congestion_map.png
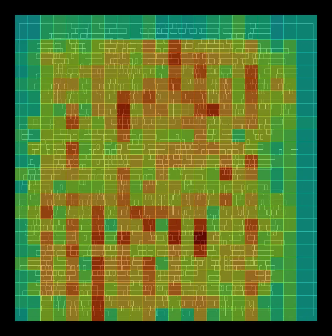
class_map.png
Scale bar: 50 um.
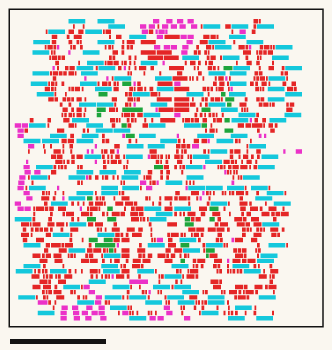
sizing.png
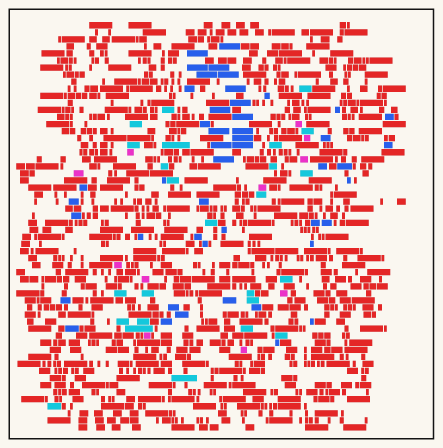
route_heat.png
Scale bar: 50 um. 33 x 33 tiles, from dark purple (low) to yellow (high), scaled to the fullest tile. Values are wire area over tile area, all layers added.
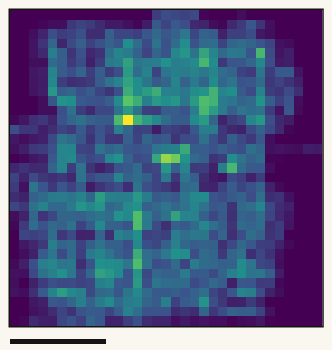
port_trees.png
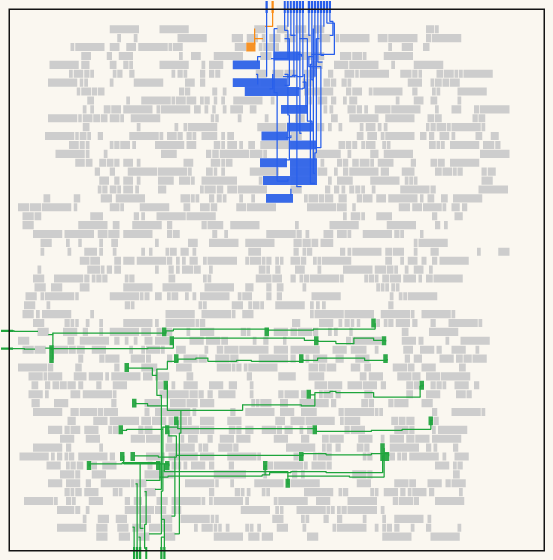
Design sv_range_monitor, sky130hd; sources not shown.
==> Slide: Implementation Results <==
Key Metrics from the Run

Clock network
  • Post-CTS Hold Fix Bufs: 0
  • Clk latency late pin: 460 ps
  • CTS buffer count: 17
  • Htree depth: 4
  • Clk buf depth: 2
  • CTS resizes: 0
  • Root Driver: clkbuf_8
  • Sink Count: 161

Timing
  • Worst slew pin tran: just over 700 ps
  • RSZ-0062 raised after global routing: no
  • Tmin final: 5220 ps
  • Final Setup Violations: 0
  • Count of final max-slew check failures: 0
  • Final period util: between 70 and 80%
  • Sum Neg Setup Slack: 0 ps
  • Fmax: around 190 MHz
  • Hold Violations, Final: 0
  • Normalized max-slew margin: about half

Critical path
  • CP delay by family, top: buffers and inverters
  • CP Launch Type: input port
  • CP Depth: 4
  • Worst Path Arrival: 3760 ps
  • Worst EP required: a little under 6000 ps
  • Kind of critical path: in2out
  • Biggest cell delay along the critical path: between 700 and 800 ps
  • Worst reg-to-reg setup slack: approximately 4200 ps
  • Critical path cell sequence: clkbuf_1 > buf_1 > mux4_2 > clkdlybuf4s50_1
  • Highest-delay cell along the critical path: clkdlybuf4s50_1
  • CP Max Fanout: 10

Run
  • Max_cap viols: 0
  • Number of OpenROAD warnings: 26

Worst hold path
  • Hold path depth: 2

Drt
  • Drt first pass iters: 5
  • Vias per cell: about 5.3
  • Routed Antenna Nets: 0
  • DRC Markers: 0
  • Initial DRC Count: 571

Synth
  • Unique cell types: 69
  • Synth Flop Type: dfrtp_1
  • Ys cells: ~1,100
  • Synth Seq Share: between 40% and 50%
  • Average size of a mapped cell: 9.13 um^2
  • Cells after Synth: around 1,100
  • Post-synth top area cell: dfrtp_1
  • YS chip area: about 0.0099 mm^2
  • Post-synth EDFFs: 0
  • Ys Warns: 0
  • Area contributors post-synth: dfrtp_1, ha_1, nand2_1, o21ai_0, mux4_2
  • Post-synth top cells: nand2_1, dfrtp_1, ha_1
  • Seq cells post-synth: 161
  • Most numerous cell in the Yosys netlist: nand2_1
  • Synthesized area: roughly 0.01 mm^2
  • Nets at Floorplan: about 1,200
  • Area leader share: 40.5%

Place
  • Pre-CTS WS: between 2000 and 2500 ps
  • Placed cell areas: roughly 0.011 mm^2
  • Dpl hpwl: approximately 21 mm
  • RePlAce Congestion: between 0.8 and 0.9
  • Cells after DPL: around 1,500

Layout
  • Number of flip-flops in the largest register: 68
  • Commonest Layout Cell: nand2_1
  • Number of diodes: 0
  • Finished Layout Cells: 1,521
  • Most numerous logic cells after layout: nand2_1, dfrtp_1, ha_1
  • Layout cell share with drive strength beyond 1: 6.97%

Pwr
  • Leak: between 5 and 6 nW
  • Worst vdd ir: approximately 0.00014 V
  • Total Power: approximately 2.5 mW
  • P per Cell Area: between 200 and 250 mW/mm^2

Floorplan
  • Fp_density: between 30% and 40%
  • Die extent in x: approximately 160 um

GRT
  • Largest net degree at the start of global routing: between 80 and 90
  • First-pass GRT wire length: between 40 and 50 mm
  • Overflow after GRT: 0
  • Vias in the first global route: between 7,000 and 8,000

Run status
  • Outcome: finished, final reports clean
Back to the opening pictures, congestion_map.png:
met1 Use GR: 32.7%
met3 usage: 3.04%

Back to the opening pictures, class_map.png:
[remaining logic cells] red | cells: 883 | share of their area: 52%
[registers] cyan | cells: 161 | share of their area: 36%
[clock drivers and dummy loads] green | cells: 32 | share of their area: 3.6%
[remaining buffers and delay cells] magenta | cells: 115 | share of their area: 8.1%
Util after Layout: 45.8%
sequential share of cell area: 35.1%
row count: 58
Core ar.: 0.0250 mm^2

Back to the opening pictures, sizing.png:
[x3 and x4] magenta | cells: 11 | share: 0.92%
[x6 and larger] cyan | cells: 25 | share: 2.1%
[x1 and smaller] red | cells: 1,108 | share: 93%
[x2] blue | cells: 47 | share: 3.9%
Final WS setup: 2080 ps
Signal buffers: 115
area growth from synthesis to final layout: 15.3%
Post-Layout Inst Area: 0.0115 mm^2

Back to the opening pictures, route_heat.png:
tiles over half the peak: 5.1%
mean over tiles: 0.16
nearly empty tiles: 17%
emptiest ninth of the die: bottom right
fullest tile: 0.67
wire per inst: 17.9 um
DR vias: 8,122
final wirelength: 27.3 mm
gr usage total: 21.5%

Back to the opening pictures, port_trees.png:
[out_any] orange | bits: 1 | direction: output | edge: top | end cells: 1 | buffers: 1 | wire: 14.3 um
[cnt_val] blue | bits: 16 | direction: output | edge: top | end cells: 16 | buffers: 16 | wire: 629 um
[cfg_lo] green | bits: 8 | direction: input | edge: 6 bottom, 2 left | end cells: 32 | buffers: 8 | wire: 1,060 um
num ports: 71
I/O Buffers: 68

==> report_power, final <==
part / switching, mW / total, mW / internal [mW] / leakage, nW
Clock: 0.369 / 0.682 / 0.312 / 0.190
Sequential: 0.0682 / 1.06 / 0.988 / 2.11
Combinational: 0.455 / 0.736 / 0.281 / 2.72
Total: 0.893 / 2.47 / 1.58 / 5.02
==> cells by family (layout without fill, tap and decap cells) <==
kind of cell	count (synthesis)	in the layout	share of synthesized area (%)
AND-OR/OR-AND	187	187	11.5
XOR/XNOR	54	54	4.75
adder cells (fa/ha/maj)	103	103	12.9
buffers and inverters	119	220	4.62
flip-flops	161	161	40.5
multiplexers	29	29	5.02
AND/OR/NAND/NOR	437	437	20.7
==> routing by layer <==
metal	share of wire [%]	vias to the layer above	GRT usage [%]
met5	0	-	0
li1	-	3997	-
met4	0.76	0	4.55
met1	51	3952	32.7
met2	44	162	32.3
met3	4.4	11	3.04
==> cell type report <==
type | count | area (um^2) | area share (%)
buffer | 46 | 185 | 1.61
clock buffer | 18 | 241 | 2.10
clock inverter | 14 | 156 | 1.36
inverter | 73 | 274 | 2.39
multi-input combinational | 810 | 5460 | 47.6
sequential | 161 | 4030 | 35.1
timing repair buffer | 69 | 713 | 6.22
tap | 330 | 413 | 3.60
==> worst register-to-register path, delay by kind of cell (launching register included) <==
| family | cells | cell delay, ps |
|---|---|---|
| AOI/OAI and AO/OA | 6 | 1550 |
| and+or+nand+nor | 1 | 530 |
| DFF | 1 | 390 |
| adders and majority gates | 1 | 220 |
| xor gates and xnor gates | 1 | 210 |
| buffers and inverters | 1 | 80 |
Power figures rest on the tool's default switching activity, not on a simulated workload.
